Design pdm_mic_ctrl_flat, sky130hd; sources not shown.
I/O pins on the die edge:
Pins as bars across the die edge, other pins in grey.
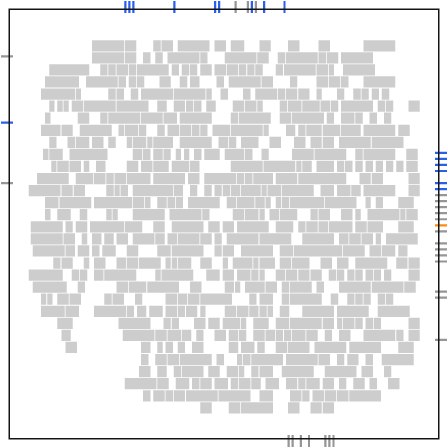
Key: ovr_clr = orange [pins 1, direction input, edge right]; smp_rght_smp = blue [pins 16, direction output, edge 9 top, 6 right, 1 left]
All pins by edge: 20 right, 12 top, 7 bottom, 3 left.
die width: 96.5 um
die height: 96.5 um
I/O Buffers: 41

Metal layers overlaid:
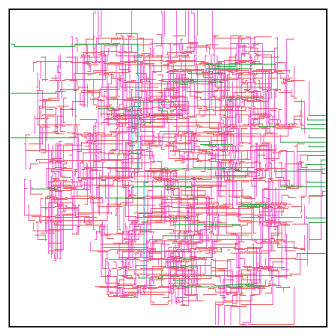
Key: M2 = magenta [wire length 5,050 um]; M1 = red [wire length 4,660 um]; M4 = cyan [wire length 111 um]; M3 = green [wire length 605 um]
wire length per cell: 16.0 um
gr usage total: 22.7%

Clock network drawn from the DEF:
Bar = 20 um.
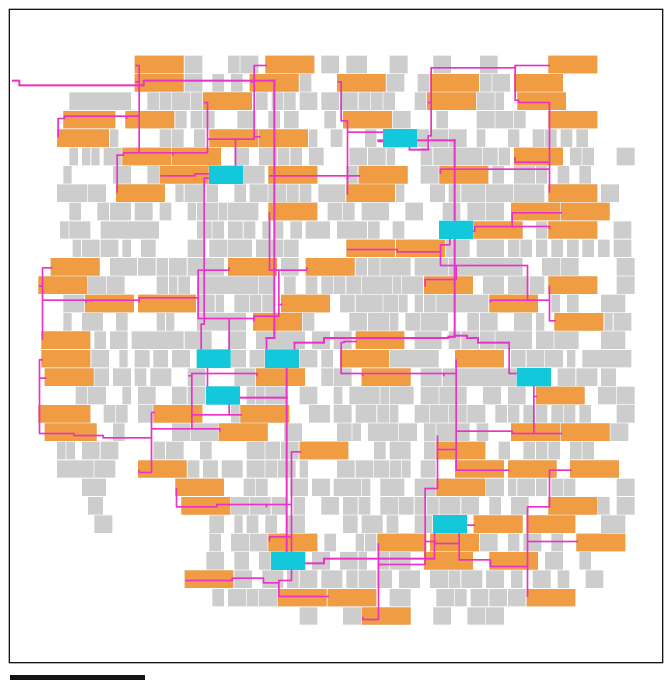
Key: clock wires = magenta [length 999 um]; flip-flops = orange [count 86]; clock-net drivers = cyan [count 9]
There are 10 routed clock nets. Position of the flops: all over the die.
Clk network pwr share: 44.7%
clock group power: 1430 uW

Placement by cell class:
Fill, decap, tap and diode cells in grey.
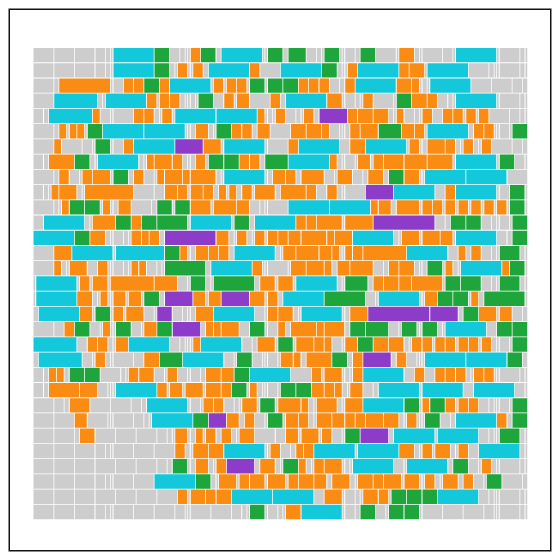
Key: remaining logic cells = orange [cells 348, share of their area 44%]; remaining buffers and delay cells = green [cells 104, share of their area 17%]; clock drivers and dummy loads = purple [cells 15, share of their area 4.7%]; registers = cyan [cells 86, share of their area 34%]
Seq area share: 33.4%
Core Rows: 31
Final Cell Area: 5180 um2

Placement view:
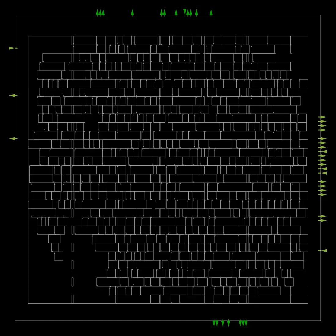
tapcell count: 99
Non-Filler Instances: 652
Seq Cell Count: 86

==> results.yml <==
# physical design summary
min_path:
  hp-class: "reg2reg"
  min_path_cells: 2
place:
  dp_hpwl_mm: 7.02
  place_ws_ns: -0.495
  dp.cells: 634
  dpl-instance-area_um2: 4800
yosys:
  common_cells: "86 x dfxtp_1, 65 x a21oi_1, 39 x nand3_1"
  ys_cells: 468
  netlist_area_um2: 3990
  largest_area_cell: "dfxtp_1"
  synth-edff-count: 0
  avgSynthCellArea_um2: 8.53
  ys_warn_count: 0
  syn_inst: 468
  ys_chip_area_um2: 3990
  ys_top_cells_by_area: "dfxtp_1 43%, a21oi_1 8.2%, nand3_1 4.9%, o21ai_0 4.8%, or4_1 3.6%"
  ys_types: 42
  top_area_share_pct: 43.1
  synthArstFlopShare_pct: 0
  ff_type: "dfxtp_1"
  ys_ff: 86
  ys_seq_share_pct: 43.1
  mappedNetlistNets: 483
  post-synth-top-count-cell: "dfxtp_1"
setup_path:
  worst_ep_required_time_ns: 2.29
  end_kind: "flip-flop"
  crit_path_max_fanout: 9
  worstSetupPathType: "reg2reg"
  r2r_cells: 7
  rrSetupSlack_ns: -0.02
  arrival_ns: 2.31
  critPathLaunchType: "flip-flop"
final_layout:
  postLayoutCoreUtil_pct: 69.6
  antenna_cells: 0
  areaGrowthSynthToFinish_pct: 29.8
  seqCellArea_um2: 1730
  layout-drive-gt1-share_pct: 26.8
  fill_cells: 615
  fin_nets: 564
  logic_area_um2: 2170
timing:
  final_max_slew_viol_count: 0
  rsz0062_at_grt: "true"
  fmax_mhz: 495
  setup_viol: 2
  worst_clock_skew_ns: 0.0105
  min_period_ns: 2.02
  period_used_pct: 101
  finalWorstSetupSlack_ns: -0.0197
  fin_setup_tns_ns: -0.0204
  hold_viol: 0
  timing.hold.ws_ns: 0.479
  tightest_slew_ns: 0.411
  max_slew_margin_pct: 72.3
clock_network:
  root_buffer: "clkbuf_8"
  cts_tree: "done"
  cts-root-to-sink-buffers: 2
  cts_hold_buffers: 0
  cts_sinks: 86
  htreeDepth: 3
  clk_pin_slew_ns: 0.08
  cts_buffers: 9
  worst_skew_pair.late_latency_ns: 0.36
route:
  firstDrtPassIters: 7
  antenna_left: 0
  vias_per_cell: 5.91
  drc_errors: 0
  drtIter0Drc: 235
  vias: 3854
  drt_wl_total_mm: 10.4
global_route:
  grt_remaining_overflow: 0
  antenna_found_initial: 0
  grt_pass1_vias: 3541
  grt_start_max_net_pins: 34
  grt_pass1_wl_mm: 16.5
die:
  io_pins: 42
  initCoreUtil_pct: 53.6
  dieArea_um2: 9310
  design.core.area_um2: 7450
power_and_ir_drop:
  p_sw_share_pct: 20.7
  p_per_area_nw_per_um2: 620
  power_uw: 3210
  p_int_uw: 2550
  pwr-share-comb_pct: 2.1
  p_seq_uw: 1710
  seqPwrFrac_pct: 53.3
  peakVddDrop_v: 0.000399
  maxPowerGroup: "registers"
  pg_comb_uw: 66.3
  netSwitchingPower_uw: 664
  p_leak_uw: 0.00176
outcome:
  run_status: "finished, violations left"
  violations: "negative setup slack"
flow_run:
  log.warning_count: 31
  maxCapViolCount: 0
layout by cell type (no fill, tap or decap), types with 5 or more instances in the layout:
cell type,instances
ha_1,7
buf_6,5
xnor2_1,14
nand3_1,39
nand2_1,14
or4_4,8
o31ai_1,16
nor3_1,8
or4_1,14
nor2_1,23
o21ai_0,35
inv_1,10
buf_4,89
xor2_1,8
dfxtp_1,81
a21oi_1,61
mux2i_1,5
a211oi_1,8
or3_1,11
nor4_1,7
nand4_1,11
clkbuf_8,10
area by class of cell:
type | instances | area share (%)
clock inverters | 4 | 1.47
inverters | 13 | 0.942
clock buffers | 11 | 3.14
well taps | 99 | 2.39
repair buffers | 104 | 16.8
multi-input cells | 335 | 41.9
flip-flops and latches | 86 | 33.4
routing by layer:
metal / wire length, um / global-route usage [%]
met5: 0 / 0
met4: 110 / 9.23
met3: 604 / 4.26
met2: 5050 / 36.8
met1: 4660 / 29.7
repair_timing:
item / in CTS / in global routing
resized: 2 / 33
endpoints found under the hold margin: 0 / 0
buffers inserted: 0 / 2
gates cloned: 0 / 1
endpoints found under the setup margin: 62 / 53
pin swaps: 1 / 9
worst max-delay path, cell delays in order (launching register included):
cell	delay [ns]
dfxtp_2	0.33
inv_2	0.06
ha_4	0.15
nand4b_4	0.12
buf_8	0.16
or4_4	0.56
or4_1	0.43
a21oi_1	0.15
kinds of logic after synthesis:
| group | count (synthesis) | share of synthesized area, % |
|---|---|---|
| mux | 5 | 1.25 |
| fa+ha+maj | 9 | 2.82 |
| compound gates | 144 | 20.8 |
| xor+xnor | 22 | 4.83 |
| simple gates | 154 | 22.1 |
| flops | 86 | 43.1 |
| buf+inv | 48 | 5.11 |
Power and IR drop assume default switching activity.
